<file path="config.mk">
export PLATFORM = sky130hd
export DESIGN_NAME = ps2_tx
export DESIGN_NICKNAME = d
export VERILOG_FILES = /design/src/rtl/ps2_tx_pkg.sv /design/src/rtl/ps2_sync.sv /design/src/rtl/ps2_tx.sv
export SDC_FILE = /design/constraint.sdc
export NUM_CORES = 1
export LEC_CHECK = 0
export CAP_MARGIN = 30
export CORE_MARGIN = 2
export CORE_UTILIZATION = 43
export CTS_CLUSTER_DIAMETER = 30
export DETAILED_ROUTE_END_ITERATION = 6
export DONT_BUFFER_PORTS = 1
export MAX_ROUTING_LAYER = met4
export PLACE_DENSITY = 0.59
export SYNTH_ARGS = -nofsm -noshare
export SYNTH_HDL_FRONTEND = slang
export SYNTH_SLANG_ARGS = --single-unit
</file>
<file path="constraint.sdc">
create_clock -name wb_clk_i -period 5.7 [get_ports wb_clk_i]
set_input_delay 0.57 -clock wb_clk_i [delete_from_list [all_inputs] [get_ports wb_clk_i]]
set_output_delay 0.57 -clock wb_clk_i [all_outputs]
set_load 0.03 [all_outputs]
</file>
<file path="src/rtl/ps2_tx_pkg.sv">
// Shared definitions for the PS/2 host-to-device transmitter: register map,
// CSR bit positions, FSM state codes, keyboard command bytes and parity helper.
`timescale 1ns/1ps
package ps2_tx_pkg;

    // Register select, taken from wb_adr_i[1]
    localparam logic REG_TXCSR = 1'b0;
    localparam logic REG_TXBUF = 1'b1;

    // TXCSR bit positions
    localparam int CSR_IE    = 6;
    localparam int CSR_READY = 7;
    localparam int CSR_ERR   = 15;

    // FSM state encodings
    localparam logic [2:0] ST_IDLE      = 3'd0;
    localparam logic [2:0] ST_INHIBIT   = 3'd1;
    localparam logic [2:0] ST_START     = 3'd2;
    localparam logic [2:0] ST_SHIFT     = 3'd3;
    localparam logic [2:0] ST_WAIT_IDLE = 3'd4;
    localparam logic [2:0] ST_DONE      = 3'd5;

    // Keyboard command bytes
    localparam logic [7:0] PS2_CMD_LED       = 8'hED;
    localparam logic [7:0] PS2_CMD_RST       = 8'hFF;
    localparam logic [7:0] PS2_CMD_TYPEMATIC = 8'hF3;

    // PS/2 parity bit: makes the total count of ones over data+parity odd
    function automatic logic odd_parity(input logic [7:0] b);
        return ~^b;
    endfunction

endpackage

</file>
<file path="src/rtl/ps2_sync.sv">
// Two-flop synchronizer for asynchronous PS/2 lines, with a falling-edge
// detector on bit 0 (the clock line). Flops reset to 1, the idle line level,
// so no spurious edge appears when reset is released.
`timescale 1ns/1ps
module ps2_sync #(
    parameter int W = 2
) (
    input  logic         clk,
    input  logic         rst,
    input  logic [W-1:0] din,
    output logic [W-1:0] sync,
    output logic         fall
);

    logic [W-1:0] meta;
    logic         last;

    // Synchronize all lines and keep the previous clock-line sample
    always_ff @(posedge clk or posedge rst) begin
        if (rst) begin
            meta <= '1;
            sync <= '1;
            last <= 1'b1;
        end else begin
            meta <= din;
            sync <= meta;
            last <= sync[0];
        end
    end

    assign fall = last & ~sync[0];

endmodule

</file>
<file path="src/rtl/ps2_tx.sv">
// PS/2 host-to-device transmitter with a Wishbone slave register interface
// (TXCSR/TXBUF) and a level interrupt towards the vectored interrupt controller.
`timescale 1ns/1ps
module ps2_tx
    import ps2_tx_pkg::*;
#(
    parameter int CLK_HZ     = 50000000,
    parameter int INHIBIT_US = 100,
    parameter int TIMEOUT_MS = 15
) (
    input  logic        wb_clk_i,
    input  logic        wb_rst_i,
    input  logic [15:0] wb_adr_i,
    input  logic [15:0] wb_dat_i,
    output logic [15:0] wb_dat_o,
    input  logic        wb_cyc_i,
    input  logic        wb_we_i,
    input  logic        wb_stb_i,
    input  logic [1:0]  wb_sel_i,
    output logic        wb_ack_o,
    output logic        irq,
    input  logic        iack,
    input  logic        ps2_clk_i,
    input  logic        ps2_data_i,
    output logic        ps2_clk_oe,
    output logic        ps2_data_oe,
    output logic        tx_busy
);

    localparam int INHIBIT_CYC = CLK_HZ / 1000000 * INHIBIT_US;
    localparam int TIMEOUT_CYC = CLK_HZ / 1000 * TIMEOUT_MS;
    // One counter serves both the inhibit delay and the frame timeout
    localparam int CNT_W = $clog2(INHIBIT_CYC + TIMEOUT_CYC + 1);
    localparam logic [CNT_W-1:0] INH_LAST = CNT_W'(INHIBIT_CYC - 1);
    localparam logic [CNT_W-1:0] TMO_LAST = CNT_W'(TIMEOUT_CYC - 1);

    logic [2:0]       state;
    logic [CNT_W-1:0] cnt;
    logic [3:0]       nbit;
    logic             data_low;
    logic [7:0]       txbuf;
    logic             ready;
    logic             ie;
    logic             err;
    logic             pend;
    logic [1:0]       line_sync;
    logic             clk_fall;
    logic [15:0]      csr_val;
    logic             req, wr, wr_csr, wr_buf, accept;
    logic             tmo_hit, done_evt;
    logic             unused_bits;

    // Bit 0 carries the clock line so the edge detector watches the clock
    ps2_sync #(.W(2)) u_sync (
        .clk  (wb_clk_i),
        .rst  (wb_rst_i),
        .din  ({ps2_data_i, ps2_clk_i}),
        .sync (line_sync),
        .fall (clk_fall)
    );

    assign req    = wb_cyc_i & wb_stb_i;
    // A write acts only on the cycle in which ack rises
    assign wr     = req & ~wb_ack_o & wb_we_i & wb_sel_i[0];
    assign wr_csr = wr & (wb_adr_i[1] == REG_TXCSR);
    assign wr_buf = wr & (wb_adr_i[1] == REG_TXBUF);
    assign accept = wr_buf & ready;

    assign tmo_hit  = (state != ST_IDLE) && (state != ST_INHIBIT) && (cnt == TMO_LAST);
    assign done_evt = tmo_hit | (state == ST_DONE);

    assign ps2_clk_oe  = (state == ST_INHIBIT) | (state == ST_START);
    assign ps2_data_oe = (state == ST_START) | ((state == ST_SHIFT) & data_low);
    assign tx_busy     = (state != ST_IDLE);
    assign irq         = pend & ie & ready;

    assign unused_bits = ^{wb_adr_i[15:2], wb_adr_i[0], wb_dat_i[15:8], wb_sel_i[1]};

    // Assemble the status/control register image
    always_comb begin
        csr_val            = '0;
        csr_val[CSR_ERR]   = err;
        csr_val[CSR_READY] = ready;
        csr_val[CSR_IE]    = ie;
    end

    // Bus acknowledge and registered read data
    always_ff @(posedge wb_clk_i or posedge wb_rst_i) begin
        if (wb_rst_i) begin
            wb_ack_o <= 1'b0;
            wb_dat_o <= '0;
        end else begin
            wb_ack_o <= req;
            if (req && !wb_ack_o)
                wb_dat_o <= (wb_adr_i[1] == REG_TXBUF) ? {8'h00, txbuf} : csr_val;
        end
    end

    // Frame sequencer: inhibit, start bit, 8 data + parity + stop, device ACK
    always_ff @(posedge wb_clk_i or posedge wb_rst_i) begin
        if (wb_rst_i) begin
            state    <= ST_IDLE;
            cnt      <= '0;
            nbit     <= '0;
            data_low <= 1'b0;
            txbuf    <= '0;
            ready    <= 1'b1;
            err      <= 1'b0;
        end else if (tmo_hit) begin
            state    <= ST_IDLE;
            data_low <= 1'b0;
            err      <= 1'b1;
            ready    <= 1'b1;
        end else begin
            case (state)
                ST_IDLE: begin
                    if (accept) begin
                        txbuf <= wb_dat_i[7:0];
                        ready <= 1'b0;
                        err   <= 1'b0;
                        cnt   <= '0;
                        state <= ST_INHIBIT;
                    end
                end
                ST_INHIBIT: begin
                    if (cnt == INH_LAST) begin
                        cnt   <= '0;
                        state <= ST_START;
                    end else begin
                        cnt <= cnt + 1'b1;
                    end
                end
                ST_START: begin
                    cnt      <= cnt + 1'b1;
                    nbit     <= '0;
                    data_low <= 1'b1;
                    state    <= ST_SHIFT;
                end
                ST_SHIFT: begin
                    cnt <= cnt + 1'b1;
                    if (clk_fall) begin
                        nbit <= nbit + 1'b1;
                        if (nbit < 4'd8) begin
                            data_low <= ~txbuf[nbit[2:0]];
                        end else if (nbit == 4'd8) begin
                            data_low <= ~odd_parity(txbuf);
                        end else if (nbit == 4'd9) begin
                            data_low <= 1'b0;
                        end else begin
                            // Eleventh falling edge: device pulls data low to ACK
                            if (line_sync[1])
                                err <= 1'b1;
                            state <= ST_WAIT_IDLE;
                        end
                    end
                end
                ST_WAIT_IDLE: begin
                    cnt <= cnt + 1'b1;
                    if (line_sync == 2'b11)
                        state <= ST_DONE;
                end
                ST_DONE: begin
                    ready <= 1'b1;
                    state <= ST_IDLE;
                end
                default: state <= ST_IDLE;
            endcase
        end
    end

    // Interrupt enable and pending flag; frame completion outranks iack
    always_ff @(posedge wb_clk_i or posedge wb_rst_i) begin
        if (wb_rst_i) begin
            ie   <= 1'b0;
            pend <= 1'b0;
        end else begin
            if (wr_csr)
                ie <= wb_dat_i[CSR_IE];
            if (iack || accept || (wr_csr && !wb_dat_i[CSR_IE]))
                pend <= 1'b0;
            if (wr_csr && wb_dat_i[CSR_IE] && !ie && ready)
                pend <= 1'b1;
            if (done_evt)
                pend <= 1'b1;
        end
    end

endmodule

</file>
Run 1, metal 3:
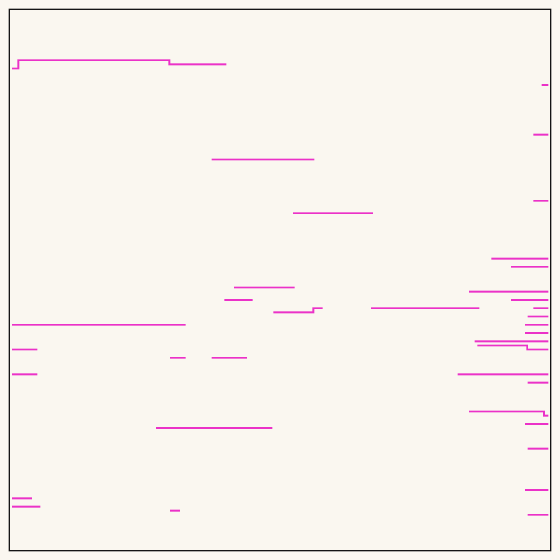
The layer holds 4.6% of the routed length. The layer carries 298 um of wire. The wires run mostly horizontal.

Run 1, metal 2:
Scale bar: 20 um.
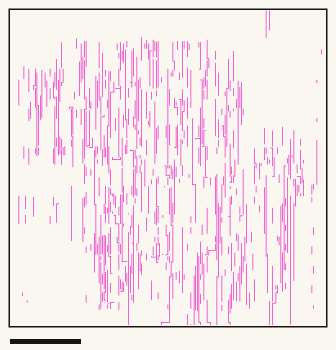
The wires run mostly vertical. The longest straight run is 36.0 um. The layer carries 2840 um of wire. 265 nets have wire on it. The layer holds 44% of the routed length.
routed wire length: 6.41 mm
GR Layer Usage met2: 27.1%

Run 1, clock nets:
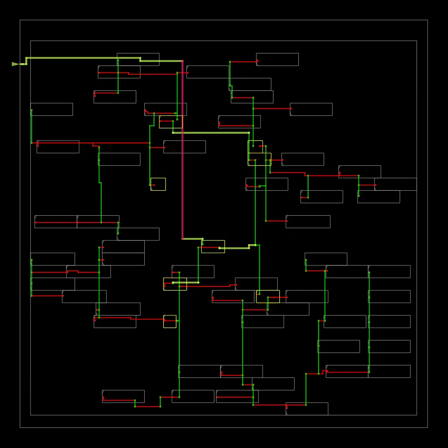
Flop Count: 55
CTS sink cnt: 55
Clk Latency, worst-skew pair: 0.31 ns

==> run 1: cells in the mapped netlist, drive strengths merged, types with 4 or more instances <==
master,n
nand4,10
clkbuf,7
dfrtp,49
o31ai,18
ha,4
inv,11
or4,17
nor2,16
nand2,28
mux2,9
and3,5
nand2b,5
and2,4
dfstp,6
a21oi,25
nand3,8
o21ai,19
xnor2,7
nor3,5
buf,18
nand3b,4
==> run 1: per-stage QoR <==
stage	worst slack (ns)	cell area, um^2	total power [W]	hold WS [ns]
6_report	2.77	3190	0.00117	0.245
5_1_grt	2.43	3190	0.00126	0.223
4_1_cts	2.74	3190	0.00119	0.231
3_5_place_dp	2.81	3100	0.000960	0.347
3_3_place_gp	2.81	3100	0.000949	0.345
2_1_floorplan	3.60	3120	0.000886	0.345
==> run 1: critical path, cell delays in order, from the launching register on <==
cell	delay (ns)
dfrtp_1	0.51
nand3b_1	0.64
o21bai_2	0.40
nand3_1	0.47
or4_1	0.68
a21oi_2	0.15
==> run 1: power groups by stage <==
stage               Sequential (W)  Combinational (W)  Clock, W
floorplan                 0.000561           0.000325         0
global placement          0.000600           0.000349         0
detailed placement        0.000603           0.000358         0
CTS                       0.000595           0.000359  0.000233
global route              0.000612           0.000403  0.000249
finish                    0.000595           0.000354  0.000224
==> run 1: sequential cells by signal, indices dropped and copies added, names as in the netlist <==
signal       flops
cnt             20
data_low         1
err              1
ie               1
nbit             4
pend             1
ready            1
state            3
txbuf            8
u_sync.last      1
u_sync.meta      2
u_sync.sync      2
wb_ack_o         1
wb_dat_o         9
==> run 1: final cells by class <==
cell class / count / share of cell area [%]
Timing Repair Buffer: 2 / 0.471
Clock buffer: 5 / 2.16
Tap cell: 96 / 3.76
Multi-Input combinational cell: 229 / 48.2
Sequential cell: 55 / 43.4
Clock inverter: 3 / 0.784
Inverter: 11 / 1.29
==> flow_summary.json, run 1 <==
{
  "syn_to_final_growth_pct": 3.07,
  "ys_cells": 314,
  "mostFrequentLayoutCell": "dfrtp_1",
  "status": "complete, no violations",
  "clock_path_buffers": 2,
  "yosysChipArea_um2": 3100,
  "rows": 30,
  "use_met1_pct": 26.8,
  "edf_count": 0,
  "layout-drive-gt1-share_pct": 14.1,
  "grt_setup_unrepaired": "no",
  "cp-endpoint": "cnt[6]",
  "comb_area_um2": 1540,
  "slew_headroom_pct": 45.2,
  "ys_top_logic_family": "simple AND/OR/NAND/NOR gates",
  "grt-busiest-layer": "met2",
  "ir_drop_mv": 0.144,
  "boundaryPins": 63,
  "maxCapViolations": 0,
  "yosysSeqAreaShare_pct": 44.7,
  "postSynthCellCount": 314,
  "cts_root_buffer": "clkbuf_8",
  "min_path_cells": 0,
  "warning_count": 52,
  "clk_pin_slew_ns": 0.10,
  "post_cts_buffers": 0,
  "ys_sh_mux_pct": 5.38,
  "r2r_cells": 5,
  "antenna_left": 0,
  "ys_sh_xor_pct": 2.26,
  "dp_hpwl_mm": 4.34,
  "cts-buffers-inserted": 5,
  "sw_frac_of_total_pct": 39.4,
  "area_leaders": "dfrtp_1 40%, dfstp_2 5.1%, o31ai_1 4.4%, or4_1 4.1%, nand2_1 3.4%",
  "power.leakage_nw": 1.28,
  "htreeDepth": 2,
  "crit_path_max_fanout": 21,
  "postLayoutCoreUtil_pct": 46.4
}
Run 1, metal layers overlaid:
Scale bar: 20 um. Two of the layers only.
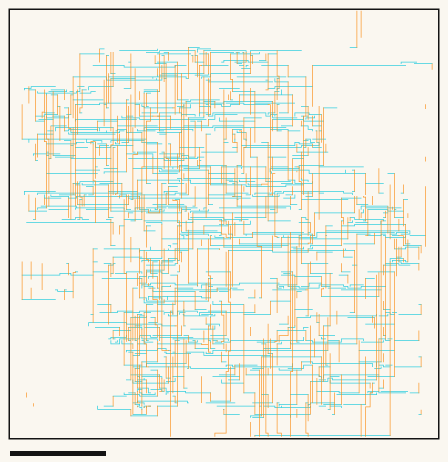

## Run 2: what changed since run 1
==> constraint.sdc (replaced) <==
create_clock -name wb_clk_i -period 2.7 [get_ports wb_clk_i]
set_input_delay 0.27 -clock wb_clk_i [delete_from_list [all_inputs] [get_ports wb_clk_i]]
set_output_delay 0.27 -clock wb_clk_i [all_outputs]
set_load 0.03 [all_outputs]
Run 2, metal layers overlaid:
Scale bar: 20 um. Two of the layers only.
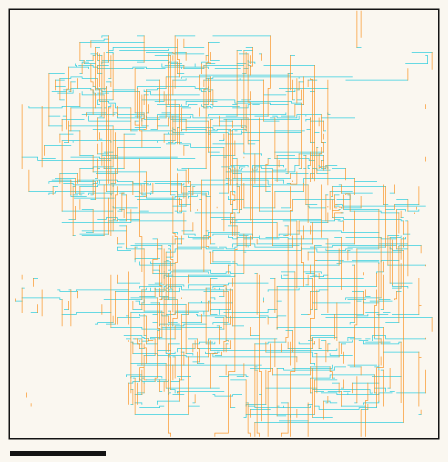
met1: marked cyan, wire length 3290 um. met2: marked orange, wire length 2820 um.
Overall Global Routing Usage: 18.6%
average routed wire per standard cell: 15.8 um
vias: 2364

Run 2, clock nets:
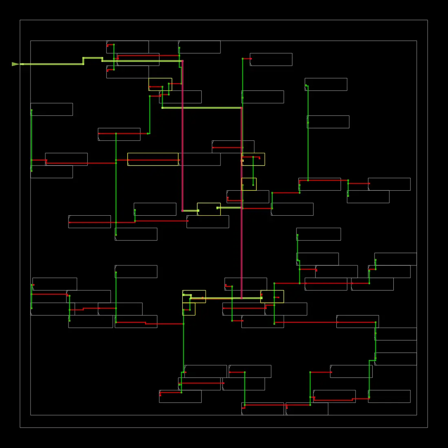
clk pwr: 0.000572 W
clkbuf count: 5
Final Skew: 0.0140 ns
CTS Buf Count: 5

==> flow_summary.json, run 2 <==
{
  "status": "complete, no violations",
  "crit_path_max_fanout": 16,
  "cp_top_family": "simple AND/OR/NAND/NOR gates",
  "detail_route.wirelength_mm": 6.48,
  "maxCapViolations": 0,
  "layout-drive-gt1-share_pct": 15.6,
  "syn_to_final_growth_pct": 6.18,
  "area_leaders": "dfrtp_1 40%, dfstp_2 5.1%, o31ai_1 4.4%, or4_1 4.1%, nand2_1 3.4%",
  "dpl_worst_slack_ns": 0.343,
  "largest_reg_flops": 20,
  "cts_root_buffer": "clkbuf_8",
  "dp_hpwl_mm": 4.64,
  "regMostFlops": "cnt",
  "slew_headroom_pct": 53.7,
  "top_cells_by_count": "49 x dfrtp_1, 28 x nand2_1, 18 x o31ai_1",
  "layout_setup_ws_ns": 0.296,
  "top_regs": "cnt x20, wb_dat_o x9, txbuf x8",
  "ys_cells": 314,
  "htreeDepth": 2,
  "grt_setup_unrepaired": "no",
  "warning_count": 52,
  "rows": 30,
  "clk_pin_slew_ns": 0.11,
  "yosysSeqAreaShare_pct": 44.7,
  "min_path_cells": 2
}
Run 2, PDN straps and rails:
Scale bar: 20 um. Pins as bars on the die edge.
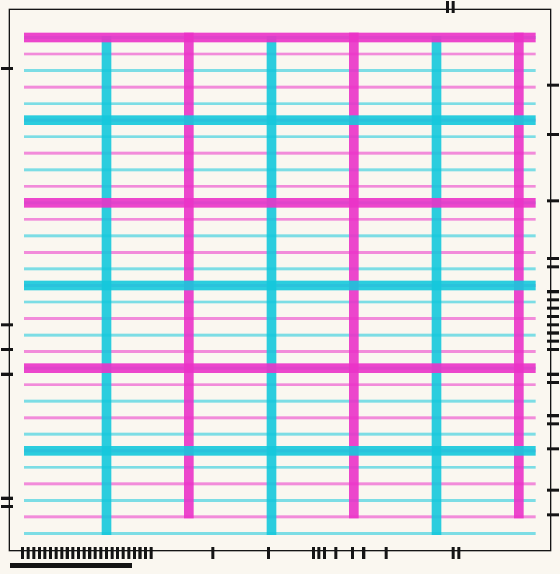
VDD: marked magenta. VSS: marked cyan.
The core has 30 rows. 6 straps on met5. 31 met1 rails follow the rows. 63 signal pins sit on the boundary. 6 straps on met4.

==> run 2: worst reg2reg max path, stage by stage, from the launching register on <==
cell,delay (ns)
dfstp_2,0.58
nand4_1,0.20
o21bai_2,0.25
nand3_1,0.47
or4_1,0.70
a21oi_2,0.15
==> run 2: report_power, final <==
group	internal (W)	switching (W)	leakage [nW]
combinational	0.000353	0.000452	0.564
clock	0.000280	0.000292	0.0548
sequential	0.000990	0.000245	0.715
total	0.00162	0.000989	1.33
==> run 2: final cells by class <==
type                            count  area (um^2)  share of cell area (%)
Multi-Input combinational cell    229         1540                    46.7
Sequential cell                    55         1380                    42.1
Tap cell                           96          120                    3.65
Timing Repair Buffer               11         90.1                    2.74
Clock buffer                        5         68.8                    2.09
Clock inverter                      3         46.3                    1.41
Inverter                           11         41.3                    1.26
==> run 2: final timing paths <==
check | to
worst max-delay path | cnt[16]
worst max register to register | cnt[16]
min in group asynchronous | state[0]
worst min-delay path | wb_dat_o[0]
max in group asynchronous | u_sync.last
worst min register to register | u_sync.sync[0]
==> run 2: cell families after synthesis <==
| kind of cell | after synthesis | share of synthesized area, % |
|---|---|---|
| flops | 55 | 44.7 |
| fa+ha+maj | 4 | 1.62 |
| xor+xnor | 8 | 2.26 |
| compound gates | 80 | 17.3 |
| simple gates | 117 | 22.0 |
| other cells | 1 | 0.121 |
| buf+inv | 36 | 6.59 |
| mux | 13 | 5.38 |
==> run 2: per-layer routing <==
metal	GRT usage [%]	vias up
met3	3.45	6
met4	5.10	0
met1	27.2	1157
met5	-	-
met2	26.3	51
li1	-	1150
Run 2, metal 3:
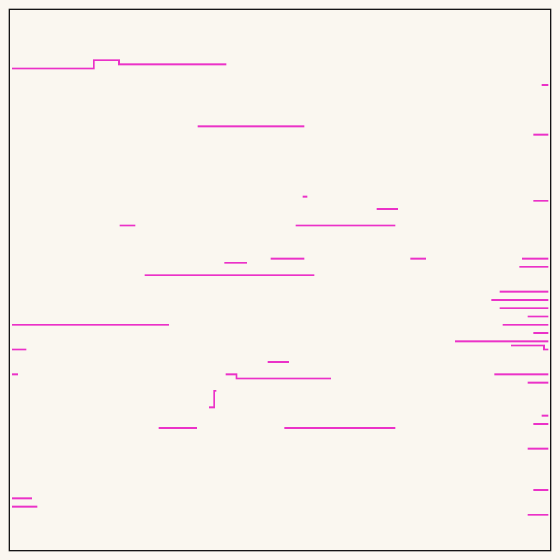

## Run 3: what changed since run 2
--- a/config.mk
+++ b/config.mk
@@ -13,6 +13,7 @@
 export DONT_BUFFER_PORTS = 1
 export MAX_ROUTING_LAYER = met4
 export PLACE_DENSITY = 0.59
+export SETUP_SLACK_MARGIN = 0.3
 export SYNTH_ARGS = -nofsm -noshare
 export SYNTH_HDL_FRONTEND = slang
 export SYNTH_SLANG_ARGS = --single-unit
Run 3, metal 3:
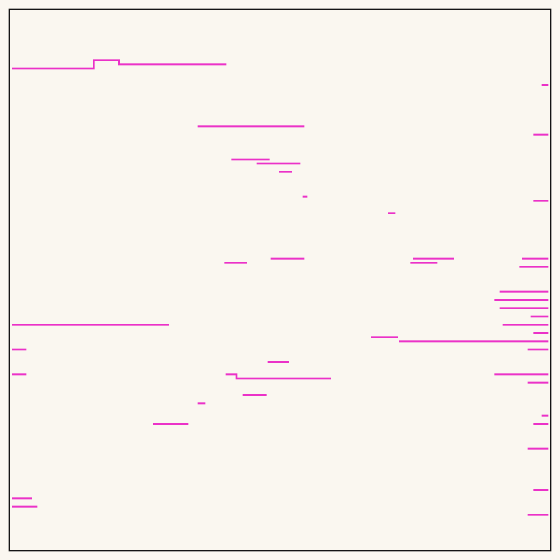
The wires run mostly horizontal. The longest straight run is 25.5 um. The layer holds 3.9% of the routed length.
M3 GR Usage: 3.45%
vias: 2383

Run 3, PDN straps and rails:
Scale bar: 20 um. Pins as bars on the die edge.
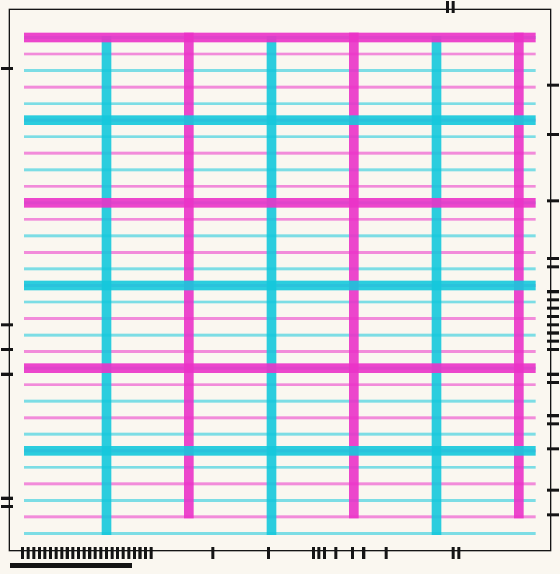
VSS: marked cyan. VDD: marked magenta.
63 signal pins sit on the boundary. 31 met1 rails follow the rows. 6 straps on met4.

==> flow_summary.json, run 3 <==
{
  "yosysSeqAreaShare_pct": 44.7,
  "holdWs_ns": 0.0796,
  "dpl_worst_slack_ns": 0.343,
  "yosysChipArea_um2": 3100,
  "numClockSinks": 55,
  "use_met1_pct": 27.2,
  "rows": 30,
  "clkLatencyLatePin_ns": 0.32,
  "syn_to_final_growth_pct": 6.79,
  "worst-path-buf-inv": 1,
  "final_area_um2": 3310,
  "antenna_left": 0,
  "r2r_cells": 6,
  "largest_reg_flops": 20,
  "max_stage_delay_ns": 0.55,
  "ir_drop_mv": 0.281,
  "grtUsageMet2_pct": 26.3,
  "ys_sh_xor_pct": 2.26,
  "p_total_w": 0.00262,
  "reg2reg_to": "cnt[3]",
  "clock_path_buffers": 2,
  "maxCapViolations": 0,
  "grt_setup_unrepaired": "no",
  "status": "complete, no violations",
  "ys_sh_aoi_pct": 17.3,
  "layout_setup_ws_ns": 0.461,
  "synth.cellmix.simpleShare_pct": 22.0
}
Run 3, metal layers overlaid:
Scale bar: 20 um. Two of the layers only.
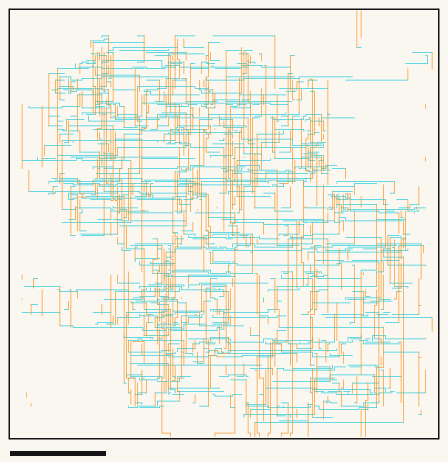
met1: marked cyan, wire length 3450 um. met2: marked orange, wire length 2930 um.
average routed wire per standard cell: 16.3 um
routed wire length: 6.71 mm

[run 3: cell counts after synthesis]
Identical to the previous run, type by type.
[run 3: metal layers]
| layer | wire [um] | up-vias | share of wire [%] |
|---|---|---|---|
| li1 | - | 1150 | - |
| met1 | 3450 | 1173 | 51 |
| met2 | 2930 | 54 | 44 |
| met3 | 261 | 6 | 3.9 |
| met4 | 74 | 0 | 1.1 |
| met5 | 0 | - | 0 |
[run 3: worst min-delay path by stage]
stage | from | end | slack [ns] | depth (start not counted)
after floorplan | ps2_clk_i | u_sync.meta[0] | 0.27 | 0
after global placement | wb_rst_i | cnt[6] | 0.21 | 1
after CTS | wb_adr_i[1] | wb_dat_o[0] | 0.07 | 2
final | wb_adr_i[1] | wb_dat_o[0] | 0.08 | 2
after detailed placement | wb_rst_i | ie | 0.22 | 1
after global routing | wb_dat_i[0] | txbuf[0] | 0.06 | 1
[run 3: final cells by class]
cell class                 count  area (um^2)  area share (%)
multi-input combinational    230         1560            47.0
sequential                    55         1380            41.9
tap                           96          120            3.63
timing repair buffer          11         90.1            2.73
clock buffer                   5         68.8            2.08
clock inverter                 3         46.3            1.40
inverter                      11         41.3            1.25
[run 3: logic make-up after synthesis]
group | Yosys count
AOI/OAI and AO/OA | 80
xor gates and xnor gates | 8
adders and majority gates | 4
buffers and inverters | 36
DFF | 55
muxes | 13
other | 1
and+or+nand+nor | 117
[run 3: timing repair]
item	in CTS	in global routing
gates resized	0	3
hold buffers	3	0
endpoints found under the setup margin	0	24
endpoints found under the hold margin	22	0
[run 3: power breakdown]
group	internal [W]	switching (W)	total, W	leakage [nW]
Clock	0.000280	0.000295	0.000575	0.0548
Combinational	0.000355	0.000457	0.000812	0.569
Sequential	0.000990	0.000245	0.00123	0.715
Power figures rest on the tool's default switching activity, not on a simulated workload.
